<file path="src/rtl/fp_div_normalize_pack.sv">
// fp_div_normalize_pack: back end of the floating-point divide path.
//
// Takes the raw quotient mantissa (Q1.(MANT_W-1)), the biased exponent, the
// sign and the special-case flags from the divide front end. It normalizes
// one bit per cycle, rounds to nearest-even and packs an IEEE single or half
// result together with the final exception flags. Only one operation is in
// flight at a time.
//
// Ports:
//   clk, rst_n          clock, asynchronous active-low reset
//   in_valid/in_ready   operand handshake (in_ready high only in IDLE)
//   MANT_IN             unsigned quotient mantissa, value in [0,2)
//   EXP_IN              two's-complement biased exponent
//   SIGN_IN             result sign
//   MODE_FP             0 = half, 1 = single
//   FLAGS_IN            [1] invalid, [2] divide-by-zero; other bits ignored
//   out_valid/out_ready result handshake
//   RESULT              packed result; half mode uses [15:0], [31:16] = 0
//   FLAGS_OUT           [0] inexact [1] invalid [2] div-by-zero
//                       [3] underflow [4] overflow
//
// Optional feature macro: FP_DIV_SUBNORMAL_EN
//   Defined   -> tiny results are denormalized (DENORM state) and packed as
//                subnormals; underflow flags only when tiny and inexact.
//   Undefined -> tiny results flush to signed zero.

module fp_div_normalize_pack #(
  parameter int MANT_W = 48
) (
  input  logic              clk,
  input  logic              rst_n,
  input  logic              in_valid,
  output logic              in_ready,
  input  logic [MANT_W-1:0] MANT_IN,
  input  logic [9:0]        EXP_IN,
  input  logic              SIGN_IN,
  input  logic              MODE_FP,
  input  logic [4:0]        FLAGS_IN,
  output logic              out_valid,
  input  logic              out_ready,
  output logic [31:0]       RESULT,
  output logic [4:0]        FLAGS_OUT
);

  localparam int MSB = MANT_W - 1;
  // Wide enough for EXP_IN minus a full-width normalization shift.
  localparam int EW  = 12;

  typedef enum logic [2:0] {S_IDLE, S_NORM, S_ROUND, S_DONE, S_DENORM} state_e;

  state_e                state_q, state_d;
  logic [MANT_W-1:0]     mant_q, mant_d;
  logic signed [EW-1:0]  exp_q, exp_d;
  logic                  sign_q, sign_d;
  logic                  mode_q, mode_d;
  logic                  inv_q, inv_d;
  logic                  dbz_q, dbz_d;
  logic                  out_valid_q, out_valid_d;
  logic [31:0]           result_q, result_d;
  logic [4:0]            flags_q, flags_d;
`ifdef FP_DIV_SUBNORMAL_EN
  logic                  sticky_q, sticky_d;
  logic                  tiny_q, tiny_d;
  logic [4:0]            shcnt_q, shcnt_d;
`endif

  logic unused_flags;
  assign unused_flags = ^{FLAGS_IN[4:3], FLAGS_IN[0]};

  logic special, norm_done;
  assign special   = inv_q | dbz_q;
  assign norm_done = (mant_q == '0) | mant_q[MSB] | special;

  // ---------------------------------------------------------------- FSM
  // NOTE: sequential state uses non-blocking assignments so every register
  // samples pre-edge values regardless of process ordering.
  always_ff @(posedge clk or negedge rst_n) begin
    if (!rst_n) state_q <= S_IDLE;
    else        state_q <= state_d;
  end

  // NOTE: every always_comb output gets a default first so no latch is inferred.
  always_comb begin
    state_d = state_q;
    case (state_q)
      S_IDLE:  if (in_valid) state_d = S_NORM;
      S_NORM:  if (norm_done) begin
`ifdef FP_DIV_SUBNORMAL_EN
        state_d = (!special && mant_q != '0 && exp_q <= 12'sd0) ? S_DENORM : S_ROUND;
`else
        state_d = S_ROUND;
`endif
      end
`ifdef FP_DIV_SUBNORMAL_EN
      S_DENORM: if (exp_q == 12'sd1) state_d = S_ROUND;
`endif
      S_ROUND: state_d = S_DONE;
      S_DONE:  if (out_ready) state_d = S_IDLE;
      default: state_d = S_IDLE;
    endcase
  end

  assign in_ready  = (state_q == S_IDLE);
  assign out_valid = out_valid_q;
  assign RESULT    = result_q;
  assign FLAGS_OUT = flags_q;

  // ------------------------------------------------------- round and pack
  logic [23:0]          keep;
  logic                 guard, sticky, round_up, carry, inexact, ovf, is_zero;
  logic [24:0]          sum;
  logic [23:0]          rmant;
  logic signed [EW-1:0] rexp;
  logic [31:0]          inf_w, zero_w, res_pack;
  logic [4:0]           flg_pack;

  always_comb begin
    if (mode_q) begin
      keep   = mant_q[MSB -: 24];
      guard  = mant_q[MSB-24];
      sticky = |mant_q[MSB-25:0];
    end else begin
      keep   = {13'd0, mant_q[MSB -: 11]};
      guard  = mant_q[MSB-11];
      sticky = |mant_q[MSB-12:0];
    end
`ifdef FP_DIV_SUBNORMAL_EN
    sticky = sticky | sticky_q;
`endif
    round_up = guard & (sticky | keep[0]);
    sum      = {1'b0, keep} + {24'd0, round_up};
    // Carry out of the kept field: mantissa becomes 1.0, exponent bumps.
    carry    = mode_q ? sum[24] : sum[11];
    rmant    = carry ? (mode_q ? 24'h80_0000 : 24'h00_0400) : sum[23:0];
    rexp     = carry ? exp_q + 12'sd1 : exp_q;
    inexact  = guard | sticky;
    ovf      = mode_q ? (rexp >= 12'sd255) : (rexp >= 12'sd31);
`ifdef FP_DIV_SUBNORMAL_EN
    is_zero  = (mant_q == '0) && !tiny_q && !sticky_q;
`else
    is_zero  = (mant_q == '0);
`endif
  end

  assign inf_w  = mode_q ? {sign_q, 8'hFF, 23'd0} : {16'd0, sign_q, 5'h1F, 10'd0};
  assign zero_w = mode_q ? {sign_q, 31'd0} : {16'd0, sign_q, 15'd0};

  always_comb begin
    res_pack = '0;
    flg_pack = '0;
    if (inv_q) begin
      res_pack = mode_q ? 32'h7FC0_0000 : 32'h0000_7E00;
      flg_pack = 5'b00010;
    end else if (dbz_q) begin
      res_pack = inf_w;
      flg_pack = 5'b00100;
    end else if (is_zero) begin
      res_pack = zero_w;
    end else if (ovf) begin
      res_pack = inf_w;
      flg_pack = 5'b10001;
`ifdef FP_DIV_SUBNORMAL_EN
    end else if (tiny_q) begin
      // Exponent field 0; a round-up into the hidden bit lands on the
      // exponent LSB and yields field 1.
      res_pack = mode_q ? {sign_q, 7'd0, rmant[23:0]} : {16'd0, sign_q, 4'd0, rmant[10:0]};
      flg_pack = {1'b0, inexact, 2'b00, inexact};
`else
    end else if (rexp <= 12'sd0) begin
      res_pack = zero_w;
      flg_pack = 5'b01001;
`endif
    end else begin
      res_pack = mode_q ? {sign_q, rexp[7:0], rmant[22:0]}
                        : {16'd0, sign_q, rexp[4:0], rmant[9:0]};
      flg_pack = {4'd0, inexact};
    end
  end

  // ------------------------------------------------------------ datapath
  always_comb begin
    mant_d      = mant_q;
    exp_d       = exp_q;
    sign_d      = sign_q;
    mode_d      = mode_q;
    inv_d       = inv_q;
    dbz_d       = dbz_q;
    out_valid_d = out_valid_q;
    result_d    = result_q;
    flags_d     = flags_q;
`ifdef FP_DIV_SUBNORMAL_EN
    sticky_d    = sticky_q;
    tiny_d      = tiny_q;
    shcnt_d     = shcnt_q;
`endif
    case (state_q)
      S_IDLE: if (in_valid) begin
        mant_d = MANT_IN;
        exp_d  = {{(EW-10){EXP_IN[9]}}, EXP_IN};
        sign_d = SIGN_IN;
        mode_d = MODE_FP;
        inv_d  = FLAGS_IN[1];
        dbz_d  = FLAGS_IN[2];
`ifdef FP_DIV_SUBNORMAL_EN
        sticky_d = 1'b0;
        tiny_d   = 1'b0;
        shcnt_d  = '0;
`endif
      end
      S_NORM: begin
        if (!norm_done) begin
          mant_d = mant_q << 1;
          exp_d  = exp_q - 12'sd1;
        end
`ifdef FP_DIV_SUBNORMAL_EN
        else if (!special && mant_q != '0 && exp_q <= 12'sd0) tiny_d = 1'b1;
`endif
      end
`ifdef FP_DIV_SUBNORMAL_EN
      S_DENORM: if (exp_q != 12'sd1) begin
        if (shcnt_q == (mode_q ? 5'd25 : 5'd12)) begin
          // Past the cap nothing survives in the kept field: all to sticky.
          sticky_d = sticky_q | (|mant_q);
          mant_d   = '0;
          exp_d    = 12'sd1;
        end else begin
          sticky_d = sticky_q | mant_q[0];
          mant_d   = mant_q >> 1;
          exp_d    = exp_q + 12'sd1;
          shcnt_d  = shcnt_q + 5'd1;
        end
      end
`endif
      S_ROUND: begin
        result_d    = res_pack;
        flags_d     = flg_pack;
        out_valid_d = 1'b1;
      end
      S_DONE: if (out_ready) out_valid_d = 1'b0;
      default: ;
    endcase
  end

  always_ff @(posedge clk or negedge rst_n) begin
    if (!rst_n) begin
      mant_q      <= '0;
      exp_q       <= '0;
      sign_q      <= 1'b0;
      mode_q      <= 1'b0;
      inv_q       <= 1'b0;
      dbz_q       <= 1'b0;
      out_valid_q <= 1'b0;
      result_q    <= '0;
      flags_q     <= '0;
`ifdef FP_DIV_SUBNORMAL_EN
      sticky_q    <= 1'b0;
      tiny_q      <= 1'b0;
      shcnt_q     <= '0;
`endif
    end else begin
      mant_q      <= mant_d;
      exp_q       <= exp_d;
      sign_q      <= sign_d;
      mode_q      <= mode_d;
      inv_q       <= inv_d;
      dbz_q       <= dbz_d;
      out_valid_q <= out_valid_d;
      result_q    <= result_d;
      flags_q     <= flags_d;
`ifdef FP_DIV_SUBNORMAL_EN
      sticky_q    <= sticky_d;
      tiny_q      <= tiny_d;
      shcnt_q     <= shcnt_d;
`endif
    end
  end

endmodule

</file>
<file path="config.mk">
export PLATFORM = sky130hd
export DESIGN_NAME = fp_div_normalize_pack
export DESIGN_NICKNAME = d
export VERILOG_FILES = /design/src/rtl/fp_div_normalize_pack.sv
export SDC_FILE = /design/constraint.sdc
export NUM_CORES = 1
export LEC_CHECK = 0
export CAP_MARGIN = 20
export CELL_PAD_IN_SITES_DETAIL_PLACEMENT = 0
export CELL_PAD_IN_SITES_GLOBAL_PLACEMENT = 1
export CORE_MARGIN = 4
export CORE_UTILIZATION = 41
export CTS_CLUSTER_SIZE = 14
export DETAILED_ROUTE_END_ITERATION = 8
export PLACE_DENSITY = 0.76
export SLEW_MARGIN = 25
export SYNTH_ARGS = -nofsm -noshare
export SYNTH_HDL_FRONTEND = slang
export SYNTH_SLANG_ARGS = --single-unit
</file>
<file path="constraint.sdc">
create_clock -name clk -period 4.9 [get_ports clk]
set_clock_uncertainty 0.15 [all_clocks]
set_input_delay 0.735 -clock clk [delete_from_list [all_inputs] [get_ports clk]]
set_output_delay 0.735 -clock clk [all_outputs]
set_load 0.05 [all_outputs]
</file>
==> flow_summary.ini, run 1 <==
; yosys + openroad results
[status]
status = finished clean

[grt]
grt_overflow = 0
grt_pass1_wl_um = 29260
grt_pass1_vias = 5557
antenna_found_initial = 0

[route]
vias = 5648
routed_wl_um = 17910
top_layer_used = met4
first_pass_iters = 4
post_drt_wl_per_cell_um = 17.66
met2_length_um = 8249

[critical_path]
critical_path_buf_inv_count = 0
critPathCaptureType = flop
cp-start-kind = flop
cpMaxStageDelayCell = dfrtp_1
path_max_fanout = 15
path_cells = nand3b_1 -> nand2_1 -> ha_1 -> nand4_1 -> a22oi_4 -> nand3_2 -> a211oi_1 -> xor2_1 -> nor3_2 -> nand2_2 -> o31ai_1
crit_family = simple AND/OR/NAND/NOR gates
crit_required_ps = 4980

[placed_design]
placedInstanceArea_um2 = 7790
io_buffers = 104
post-place-ws_ps = 1033

[layout]
mostFrequentLayoutCell = nand2_1
utilization_pct = 51.18
layout_top_cells = nand2_1, dfrtp_1, clkdlybuf4s50_1

[sta]
rsz0062_at_grt = no
fin_ws_ps = 967.2
final.setup.tns_ps = 0
finalCritPeriodShare_pct = 80.26
finalHoldWorstSlack_ps = 333.1
setup_viol = 0
finalCriticalPeriod_ps = 3933
tightest_slew_ps = 1017

[pwr]
power_mw = 5.306
p_leak_nw = 3.214
swShare_pct = 47.55
max-vdd-ir-drop_mv = 0.3033
seq_cell_power_mw = 1.80

[clock_network]
cts_tree = done
clockBufferDepth = 2
cts_hold_buffers = 0
cts_resized = 0

[yosys]
ys_ff = 104
synthDistinctLibCells = 77
synth_top_cell_by_count = nand2_1
ys_cells = 723
topCellsByArea = dfrtp_1, mux2i_1, nand2_1, o21ai_0, xnor2_1
ys_sh_adder_pct = 1.508
syn_inst = 723

[floorplan]
floorplan.core_util_pct = 41.78
io_pins = 108
die_h_um = 135.2
-- run 1: cell type report --
type | instances | area share, %
Clock buffer | 9 | 2.770
Timing Repair Buffer | 114 | 13.85
Tap cell | 216 | 3.324
Sequential cell | 104 | 32.01
Inverter | 17 | 0.7849
Clock inverter | 6 | 1.416
Multi-Input combinational cell | 548 | 45.84
-- run 1: final timing paths --
check                      startpoint  depth (start not counted)  slack (ps)    endpoint
max                            mode_q                         11         970   RESULT[0]
min                         RESULT[2]                          2         330   RESULT[2]
max reg2reg                    mode_q                         11         970   RESULT[0]
min reg2reg                 RESULT[2]                          2         330   RESULT[2]
max in group asynchronous       rst_n                          2        3240  mant_q[11]
min in group asynchronous       rst_n                          1         350  RESULT[11]
run_1/met4.png
Bar = 50 µm. Cells faint in the background.
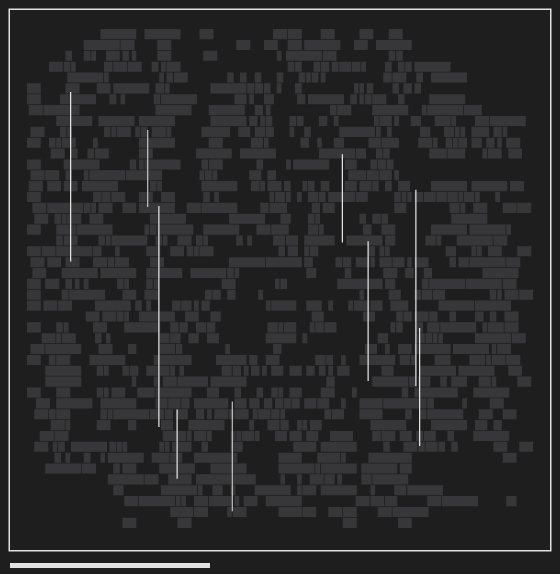
The wires run mostly vertical. 6 nets have wire on it. The layer carries 295 µm of wire. The longest straight run is 55.1 µm. The layer holds 1.7% of the routed length.

run_1/drive_strength.png
Bar = 50 µm.
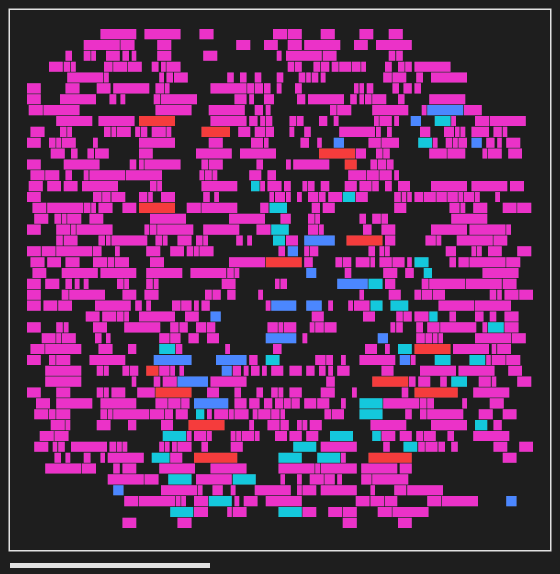
Key: drive 2 = cyan [cells 37, share 4.6%]; drive 3 to 4 = blue [cells 21, share 2.6%]; drive 6 and up = red [cells 15, share 1.9%]; drive 1 or less = magenta [cells 725, share 91%]
P&R area growth vs syn: 22.49%
Finished Cell Area: 8130 µm²

run_1/final_clocks.png
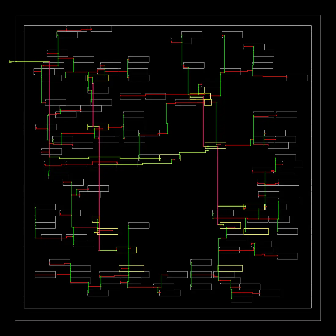
flip-flops: 104
clk sink count: 104
CLK BUF: 9
Num CTS Buffers: 9
Clk power: 0.836 mW

run_1/met2.png
Cells faint in the background.
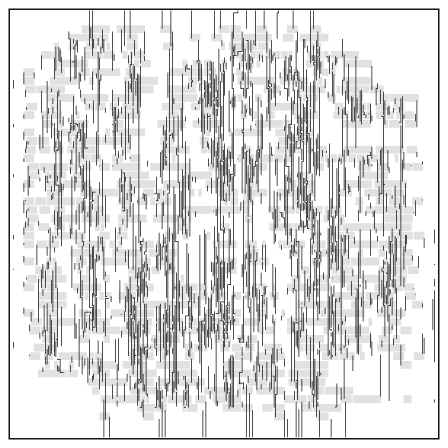

==> inputs of run 2 (changes only) <==
- clock period: 4.9 -> 3.9 ns (I/O delays scaled with it)
run_2/met2.png
Cells faint in the background.
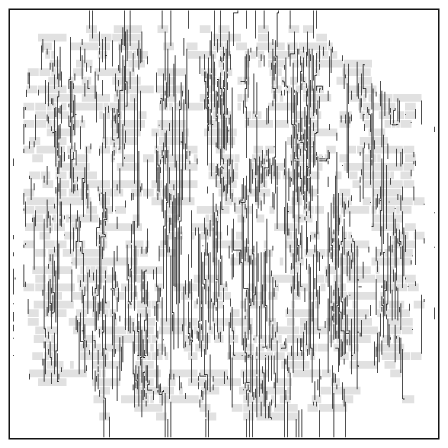
The layer carries 8350 µm of wire. 709 nets have wire on it.
met2 usage: 32.00%
final WL: 17760 µm
total number of vias: 5585

==> run 2 against run 1 <==
  * Clock power grew 11%
  * Critical path depth grew 1
  * Final cell count grew 0.99%
  * Worst hold slack lost 230 ps
  * Setup slack lost 690 ps
  * Global-route usage grew 0.077 points
  * Critical path type unchanged
  * Largest cell class unchanged
==> flow_summary.ini, run 2 <==
; yosys + openroad results
[pwr]
max-vdd-ir-drop_mv = 0.3554
p_clk_share_pct = 14.0
swShare_pct = 48.08
p_clk_mw = 0.928
power_mw = 6.608
seq_cell_power_mw = 2.24
p_comb_share_pct = 52.1
p_leak_nw = 3.240

[critical_path]
ff2ff_setup_slack_ps = 280
cp_num_cells = 12
crit_required_ps = 4010
crit_family = AND-OR/OR-AND gates
cpMaxStageDelayCell = dfrtp_1
crit_start = mode_q
reg2reg_depth = 12
critPathCaptureType = flop
rr_startpoint = mode_q
rr_endpoint = RESULT[20]
crit_end = RESULT[20]
cp-start-kind = flop
path_max_fanout = 22
path_cells = nand3b_1 -> nand2_1 -> ha_1 -> nand4_1 -> a22oi_4 -> nand3_2 -> a211oi_1 -> mux2i_1 -> o21a_2 -> o21ai_2 -> buf_4 -> o41ai_2
critical_path_buf_inv_count = 1

[sta]
finalHoldWorstSlack_ps = 99.21
fin_ws_ps = 281.5
finalCritPeriodShare_pct = 92.78
rsz0062_at_grt = no
final.setup.tns_ps = 0
setup_viol = 0
finalCriticalPeriod_ps = 3618
tightest_slew_ps = 1001
slew_headroom_pct = 33.26

[yosys]
ys_sh_adder_pct = 1.508
ys_chip_area_um2 = 6638
ys_cells = 723
syn_area_per_cell_um2 = 9.181
topCellsByArea = dfrtp_1, mux2i_1, nand2_1, o21ai_0, xnor2_1
synth_seq_share_pct = 39.21
synthAoiAreaFrac_pct = 19.45
ys_ff = 104
common_cells = nand2_1, dfrtp_1, o21ai_0, mux2i_1, nor2_1
synthDistinctLibCells = 77
syn_inst = 723
synth_top_cell_by_count = nand2_1

[placed_design]
placedInstanceArea_um2 = 7870
post-place-ws_ps = 257.6
io_buffers = 104

[clock_network]
clockBufferDepth = 2
cts_setup_buffers = 0
cts_tree = done
cts_resized = 0
cts_root_buf = clkbuf_16
cts_made_buffers = 9
cts.sinks = 104
cts_hold_buffers = 0

[route]
wl_met1_um = 8204
first_pass_iters = 5
post_drt_wl_per_cell_um = 17.35
postRouteAntennaNets = 0
top_layer_used = met4
drc = 0
met2_length_um = 8354

[layout]
area_delta_synth_final_pct = 23.15
mostFrequentLayoutCell = nand2_1
final_cell_area_um2 = 8174
utilization_pct = 51.46
layout_top_cells = nand2_1, dfrtp_1, clkdlybuf4s50_1

[status]
status = finished clean

[floorplan]
io_pins = 108
floorplan.core_util_pct = 41.78
die_h_um = 135.2
die-width_um = 135.2

[grt]
grt_overflow = 0
grt_pass1_wl_um = 29300
antenna_found_initial = 0
run_2/met4.png
Bar = 50 µm. Cells faint in the background.
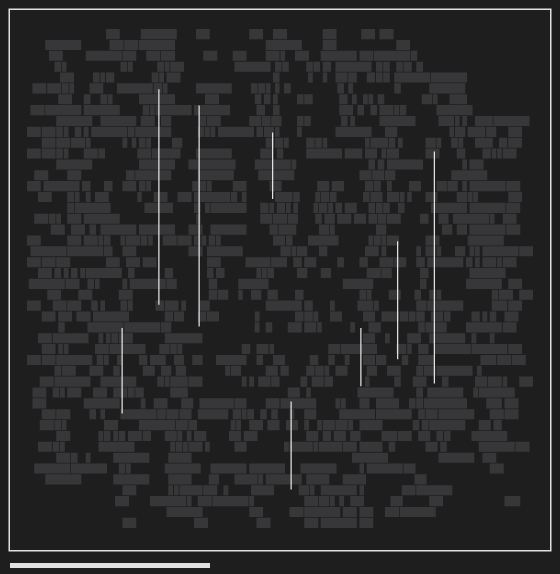
5 nets have wire on it. The longest straight run is 57.8 µm. The wires run mostly vertical. The layer holds 1.5% of the routed length. The layer carries 269 µm of wire.

==> run 2: cells by family (layout without fill, tap and decap cells) <==
group                      after synthesis  count (layout)
xor gates and xnor gates                35              35
adders and majority gates                8               8
AOI/OAI and AO/OA                      176             176
and+or+nand+nor                        261             261
DFF                                    104             104
muxes                                   68              68
buffers and inverters                   71             156
==> run 2: routing by layer <==
layer | global-route usage (%) | vias to the layer above
li1 | - | 2765
met1 | 27.03 | 2673
met2 | 32.00 | 127
met3 | 4.606 | 20
met4 | 5.991 | 0
met5 | 0 | -
==> run 2: final cells by class <==
class / count / share of cell area [%]
inverters: 17 / 0.7807
clock buffers: 11 / 2.847
well taps: 216 / 3.306
clock inverters: 5 / 0.7653
repair buffers: 123 / 14.80
flip-flops and latches: 104 / 31.84
multi-input cells: 548 / 45.66
run_2/final_clocks.png
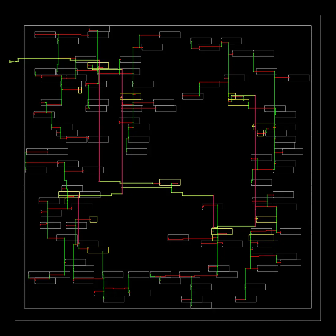

==> inputs of run 3 (changes only) <==
--- a/config.mk
+++ b/config.mk
@@ -14,3 +14,3 @@
 export DETAILED_ROUTE_END_ITERATION = 8
-export PLACE_DENSITY = 0.76
+export PLACE_DENSITY = 0.84
 export SLEW_MARGIN = 25
==> constraint.sdc (replaced) <==
create_clock -name clk -period 3.9 [get_ports clk]
set_clock_uncertainty 0.15 [all_clocks]
set_input_delay 0.975 -clock clk [delete_from_list [all_inputs] [get_ports clk]]
set_output_delay 0.975 -clock clk [all_outputs]
set_load 0.05 [all_outputs]
run_3/final_clocks.png
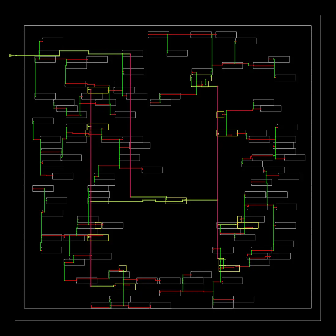
Insertion Delay late pin: 360 ps
Clk power: 0.874 mW

==> run 3 against run 2 <==
  * Synthesized cell count is the same
  * Combinational power is essentially flat
  * Sequential share of layout area grew 0.054 points
  * Synthesized area is the same
  * Largest cell class unchanged
  * Largest power group unchanged
==> flow_summary.ini, run 3 <==
; yosys + openroad results
[route]
drc = 0
post_drt_wl_per_cell_um = 17.46
met2_length_um = 8275
routed_wl_um = 17900
top_layer_used = met4
postRouteAntennaNets = 0

[grt]
gr-max-usage-layer = met2
antenna_found_initial = 0

[critical_path]
crit_family = AND-OR/OR-AND gates
cpMaxStageDelayCell = dfrtp_1
path_max_fanout = 22
critPathCaptureType = flop
crit_required_ps = 4000
cp-start-kind = flop

[yosys]
topCellsByArea = dfrtp_1, mux2i_1, nand2_1, o21ai_0, xnor2_1
ys_cells = 723
synth_seq_share_pct = 39.21
synthDistinctLibCells = 77
common_cells = nand2_1, dfrtp_1, o21ai_0, mux2i_1, nor2_1

[clock_network]
cts_setup_buffers = 0
cts_made_buffers = 9

[floorplan]
floorplan.core_util_pct = 41.78
io_pins = 108
die-width_um = 135.2

[layout]
buffer_area_share_pct = 14.87
final_cell_area_um2 = 8160
layout_top_cells = nand2_1, dfrtp_1, clkdlybuf4s50_1
mostFrequentLayoutCell = nand2_1
clk_share_pct = 3.404
utilization_pct = 51.37

[sta]
fin_ws_ps = 266.5
tightest_slew_ps = 1021
setup_viol = 0
finalCritPeriodShare_pct = 93.17
finalHoldWorstSlack_ps = 337.2

[pwr]
max-vdd-ir-drop_mv = 0.3684

[placed_design]
post-place-ws_ps = 293.2
placedInstanceArea_um2 = 7878

[status]
status = finished clean
run_3/met2.png
Cells faint in the background.
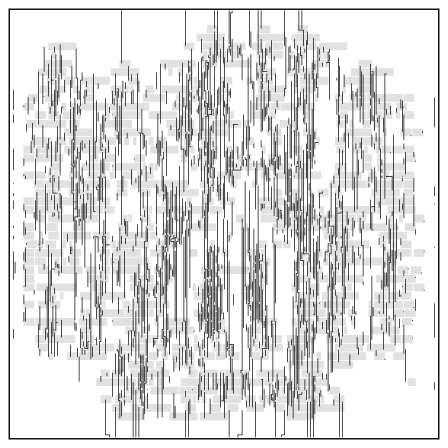
The longest straight run is 58.5 µm. The layer carries 8280 µm of wire. The layer holds 46% of the routed length. The wires run mostly vertical. 725 nets have wire on it.

==> run 3: path summary, 6_finish.rpt <==
check                           startpoint          to  slack (ps)  cells past startpoint
worst min register to register   RESULT[1]   RESULT[1]         340                      2
worst max-delay path                mode_q  RESULT[21]         270                     12
min in group asynchronous            rst_n   RESULT[3]         460                      1
worst min-delay path             RESULT[1]   RESULT[1]         340                      2
max in group asynchronous            rst_n  mant_q[44]        2410                      2
worst max register to register      mode_q  RESULT[21]         270                     12
==> run 3: power by group <==
part	switching, mW	internal [mW]	total, mW
Clock	0.435	0.439	0.874
Sequential	0.669	1.55	2.22
Combinational	2.09	1.38	3.47
==> run 3: repair_timing <==
action	in CTS	in global routing
endpoints found under the setup margin	0	10
hold buffers	0	0
resized	0	1
Power figures rest on the tool's default switching activity, not on a simulated workload.
